===== src/rtl/mips_pkg.sv =====
// rtl/mips_pkg.sv - shared pipeline constants, branch hazard FSM encoding and register-match helper
package mips_pkg;

    typedef enum logic [1:0] {
        ST_IDLE  = 2'd0,
        ST_WAIT2 = 2'd1,
        ST_WAIT1 = 2'd2
    } bh_state_e;

    localparam logic [1:0] FWD_RF = 2'd0;
    localparam logic [1:0] FWD_M  = 2'd1;
    localparam logic [1:0] FWD_W  = 2'd2;

    localparam logic [4:0] REG_ZERO = 5'd0;

    // $0 is hardwired, so a write to it can never be a true dependency
    function automatic logic reg_hit(
        input logic [4:0] src,
        input logic [4:0] dst,
        input logic       we
    );
        return we && (src != REG_ZERO) && (src == dst);
    endfunction

endpackage


===== src/rtl/sat_counter.sv =====
// rtl/sat_counter.sv - saturating up-counter with synchronous active-low clear
module sat_counter #(
    parameter int W = 16
) (
    input  logic         clk,
    input  logic         rst_n,
    input  logic         inc,
    output logic [W-1:0] count
);

    localparam logic [W-1:0] ONE = {{(W-1){1'b0}}, 1'b1};

    logic [W-1:0] cnt_q;
    logic [W-1:0] cnt_d;

    always_comb begin
        cnt_d = cnt_q;
        if (inc && (cnt_q != '1)) begin
            cnt_d = cnt_q + ONE;
        end
    end

    always_ff @(posedge clk) begin
        if (!rst_n) begin
            cnt_q <= '0;
        end else begin
            cnt_q <= cnt_d;
        end
    end

    assign count = cnt_q;

endmodule


===== src/rtl/branch_hazard_ctrl.sv =====
// rtl/branch_hazard_ctrl.sv - ID-stage branch comparator scheduler: forwarding selects, counted stalls, perf counters
module branch_hazard_ctrl #(
    parameter int STALL_CNT_W = 16
) (
    input  logic                   clk,
    input  logic                   rst_n,
    input  logic                   BranchD,
    input  logic                   UseRtD,
    input  logic [4:0]             RsD,
    input  logic [4:0]             RtD,
    input  logic                   RegWriteE,
    input  logic                   MemtoRegE,
    input  logic [4:0]             WriteRegE,
    input  logic                   RegWriteM,
    input  logic                   MemtoRegM,
    input  logic [4:0]             WriteRegM,
    input  logic                   RegWriteW,
    input  logic [4:0]             WriteRegW,
    input  logic                   FlushD,
    output logic                   StallF,
    output logic                   StallD,
    output logic                   FlushE,
    output logic [1:0]             FwdAD,
    output logic [1:0]             FwdBD,
    output logic                   BranchResolve,
    output logic [STALL_CNT_W-1:0] BranchCount,
    output logic [STALL_CNT_W-1:0] StallCycles
);

    import mips_pkg::*;

    bh_state_e state_q;
    bh_state_e state_d;

    logic load_in_e;
    logic alu_in_e;
    logic load_in_m;
    logic need2;
    logic need1;
    logic stall;
    logic resolve;

    always_comb begin
        load_in_e = reg_hit(RsD, WriteRegE, RegWriteE && MemtoRegE)
                 || (UseRtD && reg_hit(RtD, WriteRegE, RegWriteE && MemtoRegE));
        alu_in_e  = reg_hit(RsD, WriteRegE, RegWriteE)
                 || (UseRtD && reg_hit(RtD, WriteRegE, RegWriteE));
        load_in_m = reg_hit(RsD, WriteRegM, RegWriteM && MemtoRegM)
                 || (UseRtD && reg_hit(RtD, WriteRegM, RegWriteM && MemtoRegM));
        need2     = load_in_e;
        need1     = alu_in_e || load_in_m;
    end

    // Flush and reset both override the countdown and silence the stall outputs
    always_comb begin
        state_d = state_q;
        stall   = 1'b0;
        resolve = 1'b0;
        if (!rst_n || FlushD) begin
            state_d = ST_IDLE;
        end else begin
            unique case (state_q)
                ST_IDLE: begin
                    if (BranchD) begin
                        if (need2) begin
                            stall   = 1'b1;
                            state_d = ST_WAIT2;
                        end else if (need1) begin
                            stall   = 1'b1;
                            state_d = ST_WAIT1;
                        end else begin
                            resolve = 1'b1;
                        end
                    end
                end
                ST_WAIT2: begin
                    stall   = 1'b1;
                    state_d = ST_WAIT1;
                end
                ST_WAIT1: begin
                    resolve = 1'b1;
                    state_d = ST_IDLE;
                end
                default: begin
                    state_d = ST_IDLE;
                end
            endcase
        end
    end

    always_ff @(posedge clk) begin
        if (!rst_n) begin
            state_q <= ST_IDLE;
        end else begin
            state_q <= state_d;
        end
    end

    // MEM beats WB; a load in MEM has no data yet, so it is not a forwarding source
    always_comb begin
        FwdAD = FWD_RF;
        if (reg_hit(RsD, WriteRegM, RegWriteM && !MemtoRegM)) begin
            FwdAD = FWD_M;
        end else if (reg_hit(RsD, WriteRegW, RegWriteW)) begin
            FwdAD = FWD_W;
        end

        FwdBD = FWD_RF;
        if (UseRtD) begin
            if (reg_hit(RtD, WriteRegM, RegWriteM && !MemtoRegM)) begin
                FwdBD = FWD_M;
            end else if (reg_hit(RtD, WriteRegW, RegWriteW)) begin
                FwdBD = FWD_W;
            end
        end
    end

    assign StallF        = stall;
    assign StallD        = stall;
    assign FlushE        = stall;
    assign BranchResolve = resolve;

    sat_counter #(
        .W (STALL_CNT_W)
    ) u_branch_cnt (
        .clk   (clk),
        .rst_n (rst_n),
        .inc   (resolve),
        .count (BranchCount)
    );

    sat_counter #(
        .W (STALL_CNT_W)
    ) u_stall_cnt (
        .clk   (clk),
        .rst_n (rst_n),
        .inc   (stall),
        .count (StallCycles)
    );

endmodule


===== config.mk =====
export PLATFORM = sky130hd
export DESIGN_NAME = branch_hazard_ctrl
export DESIGN_NICKNAME = d
export VERILOG_FILES = /design/src/rtl/mips_pkg.sv /design/src/rtl/sat_counter.sv /design/src/rtl/branch_hazard_ctrl.sv
export SDC_FILE = /design/constraint.sdc
export NUM_CORES = 1
export LEC_CHECK = 0
export ABC_AREA = 1
export CAP_MARGIN = 5
export CELL_PAD_IN_SITES_DETAIL_PLACEMENT = 2
export CELL_PAD_IN_SITES_GLOBAL_PLACEMENT = 2
export CORE_ASPECT_RATIO = 0.5
export CORE_MARGIN = 4
export CORE_UTILIZATION = 28
export DETAILED_ROUTE_END_ITERATION = 10
export PLACE_DENSITY = 0.82
export REMOVE_ABC_BUFFERS = 1
export SLEW_MARGIN = 20
export SYNTH_ARGS = -nofsm -noshare
export SYNTH_HDL_FRONTEND = slang
export SYNTH_SLANG_ARGS = --single-unit

===== constraint.sdc =====
create_clock -name clk -period 5.2 [get_ports clk]
set_input_delay 1.04 -clock clk [delete_from_list [all_inputs] [get_ports clk]]
set_output_delay 1.04 -clock clk [all_outputs]
set_load 0.02 [all_outputs]

run_1/gates.png
Drawn at 4 px/um.
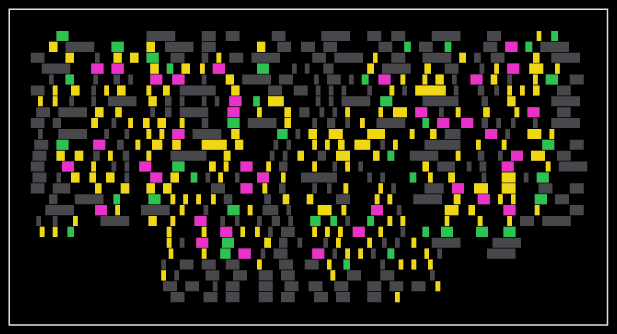
Magenta shows xor and xnor cells, cells 37. Yellow shows nand cells, cells 173. Green shows aoi and oai cells, cells 40.
highest-count logic cell in the final layout: nand2_1
Finished Layout Cells: 620
combinational share of cell area: 0.4765

run_1/layers.png
Drawn at 3 px/um. Only two layers are drawn.
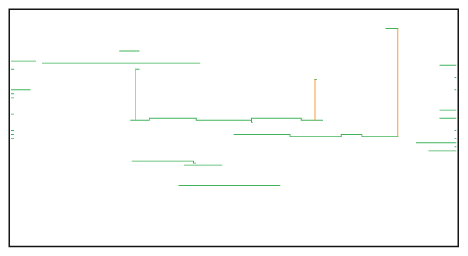
Green shows M3, wire length 314 um. Orange shows M4, wire length 66.6 um.
DR vias: 2984
Total Routing Usage GR: 0.1828

==> results.yml, run 1 <==
# yosys + openroad results
layout:
  seq_share: 0.1812
  drive_gt1_frac: 0.1361
  fin_util: 0.3925
  n_all_buffers: 76
  clkCellAreaFrac: 0.03929
  buf_share: 0.2011
  fin_nets: 521
  diodes: 0
  seq_area_sq_um: 680.7
  n_all_inverters: 57
synthesis:
  yosysWarnings: 0
  yosys.stat.seqShare: 0.2439
  synth_flop_count: 34
  synth_cell_types: 38
  synth_cells: 413
  ys_area_sq_mm: 0.002790
route:
  drtPass1Iterations: 4
  wl_met1_um: 4679
  drtAntennaViolNets: 0
  drc: 0
worst_setup_path:
  worst_r2r_path_depth: 8
  path_delay_family: "buffers and inverters"
  crit_arrival_ns: 3.42
  cp-start-kind: "input pin"
  critical-path-max-stage-delay_ns: 0.66
  path_max_fanout: 20
  r2r_start: "u_branch_cnt.count[0]"
  cp-end-kind: "output port"
  r2r-end: "u_branch_cnt.count[0]"
  critPathLaunch: "RtD[3]"
  path_class: "in2out"
floorplanning:
  io_pins: 75
  die-area_sq_mm: 0.01172
  core_sq_mm: 0.009572
  die_w_um: 149.2
  nWellTaps: 135
  dieHeight_um: 78.59
min_path:
  worstHoldStart: "u_stall_cnt.count[3]"
  hold_class: "reg2reg"
  hold-path-cell-count: 2
place:
  gp_congestion: 0.8861
  hpwl_um: 7978
  pre_cts_slack_ns: 0.7075
clocking:
  h-tree-depth: 2
  clock_sinks: 34
  ctsResizeCount: 0
  cts_buffers: 5
outcome:
  status: "completed"
power:
  maxPowerGroup: "the clock network"
  finalPower_w: 0.0006765
  clock_net_power_w: 0.000307
  p_comb_w: 0.000106
  intPower_w: 0.0004968
sta:
  setup_viol: 0
  clock-skew-final_ns: 0.004065
  fin_crit_ns: 4.459
  report.final.slew_viol_count: 0
  relSlewSlack: 0.4578
run:
  maxCapViolations: 0
global_route:
  grtUsageMet2: 0.3362
  busiest_layer: "met2"
run_1/congestion_map.png
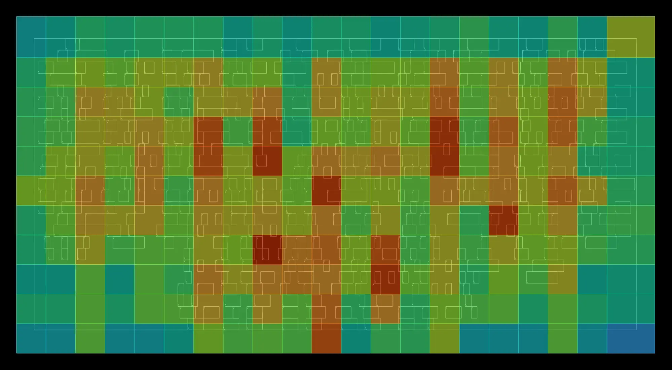
drt wl/cell: 16.46 um
met1 Usage GRT: 0.2266

-- run 1: logic make-up after synthesis --
logic type	share of synthesized area
AND/OR/NAND/NOR	0.4135
buffers and inverters	0.1143
AND-OR/OR-AND	0.1031
XOR/XNOR	0.1161
flip-flops	0.2439
adder cells (fa/ha/maj)	0.008967
-- run 1: placed cells by master, fill, tap and decap left out, types with 9 or more instances in the layout --
master	n
nand4_1	21
dfxtp_1	34
nand3_1	28
nand2_2	9
clkdlybuf4s50_1	74
nand2_1	98
nor3_1	15
inv_2	9
xor2_1	26
xnor2_1	11
a21oi_1	14
nor2_1	32
inv_1	48
nand3_2	11
a21oi_2	16
-- run 1: flip-flops by register name, indices dropped and copies added (netlist names) --
register and cells:
u_branch_cnt.count 16, state_q 2, u_stall_cnt.count 16
-- run 1: per-stage QoR --
stage / cell area (sq um) / hold slack [ns] / cells
after CTS: 3757 / 0.5263 / 620
after global placement: 3610 / 0.4917 / 612
final: 3757 / 0.5220 / 620
after global routing: 3757 / 0.5458 / 620
after floorplan: 2685 / 0.4886 / 401
after detailed placement: 3610 / 0.5154 / 612
-- run 1: cells in the mapped netlist, drive strengths merged --
cell type / n / share of area
nand2: 109 / 0.16
inv: 57 / 0.077
nand3: 40 / 0.096
nor2: 38 / 0.058
dfxtp: 34 / 0.24
a21oi: 30 / 0.075
xor2: 26 / 0.082
nand4: 23 / 0.059
nor3: 16 / 0.030
xnor2: 11 / 0.035
buf: 8 / 0.032
clkbuf: 4 / 0.0054
o21ai: 4 / 0.0072
a211oi: 2 / 0.0054
ha: 2 / 0.0090
nor4: 2 / 0.0045
a2111oi: 1 / 0.0031
a21boi: 1 / 0.0027
a31oi: 1 / 0.0022
nand3b: 1 / 0.0027
o2111a: 1 / 0.0040
o2111ai: 1 / 0.0031
or2: 1 / 0.0022
run_1/closeup.png
Region (60, 40) to (90, 70) um. Cells in gray, sequential cells in the stronger gray; small squares are vias.
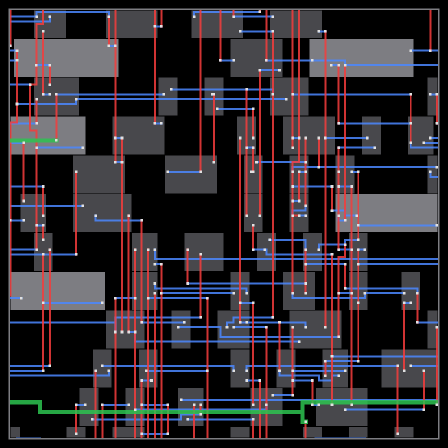

==> run 1 -> run 2 <==
Settings changed: PLACE_DENSITY 0.82 to 0.83.
run_2/closeup.png
Region (60, 40) to (90, 70) um. Cells in gray, sequential cells in the stronger gray; small squares are vias.
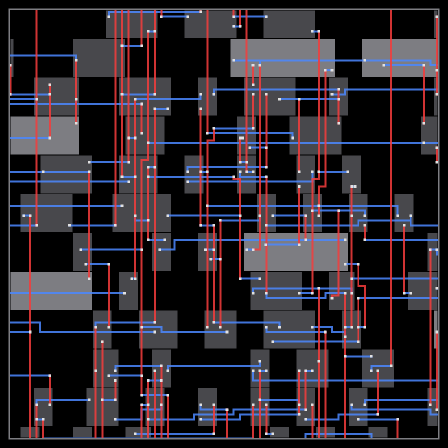
Red shows M2. Blue shows M1.
Netlist names of flops here include state_q (2), u_branch_cnt.count (2). Sequential cells in the window: 5. Most frequent: nor2_1 (10), nand2_1 (8), clkdlybuf4s50_1 (8). 54 logic cells have their middle in the window.

run_2/gates.png
Drawn at 4 px/um.
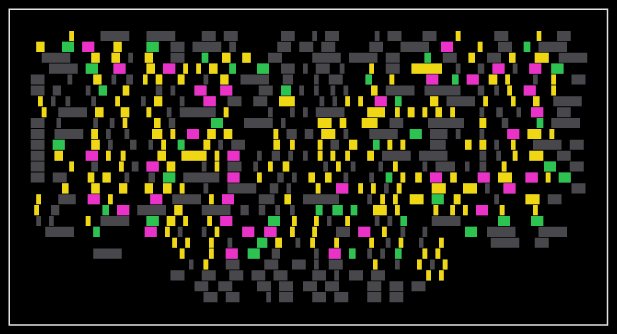
Yellow shows nand cells, cells 173. Green shows aoi and oai cells, cells 40. Magenta shows xor and xnor cells, cells 37.

==> run 2 against run 1 <==
- worst setup slack worse by 0.079 ns
- sequential share of layout area did not move
- first-iteration DRC count is 32% higher
- largest power group unchanged
- utilization unchanged
- fmax decreased by 1.7%
==> results.yml, run 2 <==
# yosys + openroad results
layout:
  fin_util: 0.3925
  finalInstanceArea_sq_mm: 0.003757
  diodes: 0
  drive_gt1_frac: 0.1361
  lay_top_count: "nand2_1"
  fin_nets: 521
  syn_to_final_growth_pct: 34.66
  lay_top_cells: "98 x nand2_1, 74 x clkdlybuf4s50_1, 48 x inv_1"
worst_setup_path:
  cp-start-kind: "input pin"
  rrSetupSlack_ns: 2.68
  cp_cell_sequence: "clkdlybuf4s50_1, inv_2, nand2_1, o21ai_1, nor2_1, nand3_1, nor2_1, nor2_2, nand2_1, nand3_2, nand2_4, clkdlybuf4s50_1"
  r2r_start: "u_branch_cnt.count[13]"
  r2r-end: "u_branch_cnt.count[14]"
  cp-end-kind: "output port"
  required_ns: 4.16
  path_class: "in2out"
  critical-path-max-stage-delay_ns: 0.67
  path_delay_family: "buffers and inverters"
  crit_arrival_ns: 3.50
  worst_r2r_path_depth: 6
  path_max_fanout: 20
sta:
  finalSetupTns_ns: 0
  fin_crit_ns: 4.539
  finalWorstSetupSlack_ns: 0.6612
  worst_pin_slew_ns: 0.7760
  report.final.slew_viol_count: 0
  setup_viol: 0
  clock-skew-final_ns: 0.004523
  relSlewSlack: 0.4811
min_path:
  hold-path-cell-count: 2
  worstHoldStart: "u_branch_cnt.count[12]"
  hold_class: "reg2reg"
synthesis:
  async_flop_share: 0
  top_area_frac: 0.2439
  yosys.stat.seqShare: 0.2439
  yosysTopAreaCell: "dfxtp_1"
  yosysCellCount: 413
  synth_cell_types: 38
  synth_flop_count: 34
  top_cell: "nand2_1"
  edf_count: 0
  yosysWarnings: 0
  ff_type: "dfxtp_1"
  syn_area_per_cell_sq_um: 6.756
  top_cells_by_count: "98 x nand2_1, 48 x inv_1, 34 x dfxtp_1, 32 x nor2_1, 28 x nand3_1"
  area_leaders: "dfxtp_1 24%, nand2_1 13%, xor2_1 8.2%"
  ys_area_sq_mm: 0.002790
  synth_area_sq_mm: 0.002790
  synth_cells: 413
global_route:
  grt_max_degree: 30
  grt.total_usage: 0.1853
  grt_pass1_wl_um: 17530
outcome:
  status: "completed"
power:
  ir_worst_vdd_v: 0.00009990
  finalPower_w: 0.0006776
clocking:
  h-tree-depth: 2
  ctsHoldBuffers: 0
  cts_buffers: 5
  clock_sinks: 34
  cts_tree: "done"
  ctsResizeCount: 0
floorplanning:
  die-area_sq_mm: 0.01172
  row_count: 25
  dieHeight_um: 78.59
  io_pins: 75
  core_sq_mm: 0.009572
  die_w_um: 149.2
route:
  drtAntennaViolNets: 0
  wl_per_cell_um: 16.57
  drtPass1Iterations: 4
  drc: 0
  wl_um: 10280
  via_count: 2977
place:
  hpwl_um: 7839
  pre_cts_slack_ns: 0.6892
  placed_area_sq_mm: 0.003610
  gp_congestion: 0.8279
run:
  log.warning_count: 25
  maxCapViolations: 0
## run 2: cell counts after synthesis
Identical to the previous run, type by type.
## run 2: logic make-up after synthesis
family / Yosys count / synth area share
xor+xnor: 37 / 0.1161
fa+ha+maj: 2 / 0.008967
compound gates: 41 / 0.1031
simple gates: 230 / 0.4135
flops: 34 / 0.2439
buf+inv: 69 / 0.1143
## run 2: how the worst max path moves through the flow
stage               cells past startpoint            end    from  slack [ns]
floorplan                               5  BranchResolve   rst_n        1.42
global placement                       12         FlushE  RtD[3]        0.74
detailed placement                     12         StallF  RtD[3]        0.69
CTS                                    12         StallF  RtD[3]        0.67
global route                           12         FlushE  RtD[3]        0.51
finish                                 12         StallF  RtD[3]        0.66
## run 2: where the power goes
group	switching, W	internal [W]
logic	0.0000602	0.0000452
registers	0.00000144	0.000262
clock network	0.000119	0.000190
## run 2: stage by stage
step                hold slack [ns]  cells
floorplan                    0.4886    401
global placement             0.4884    612
detailed placement           0.5018    612
CTS                          0.5111    620
global route                 0.5518    620
finish                       0.5112    620
## run 2: layout make-up
class / instances / area, sq um
Clock buffer: 7 / 142.6
Clock inverter: 1 / 5.005
Fill cell: 1166 / 5814
Inverter: 57 / 214.0
Multi-Input combinational cell: 310 / 1790
Sequential cell: 34 / 680.7
Tap cell: 135 / 168.9
Timing Repair Buffer: 76 / 755.7
## run 2: worst min-delay path, stage by stage (launching register included)
cell and delay, ns:
dfxtp_1 0.34, nand2_1 0.08, a21oi_1 0.05
## run 2: layer usage
metal / vias up / track usage / part of all wire
met3: 4 / 0.03172 / 0.020
met5: - / 0 / 0
met1: 1459 / 0.2337 / 0.47
li1: 1485 / - / -
met2: 29 / 0.3357 / 0.50
met4: 0 / 0.03288 / 0.0055
Power figures rest on the tool's default switching activity, not on a simulated workload.
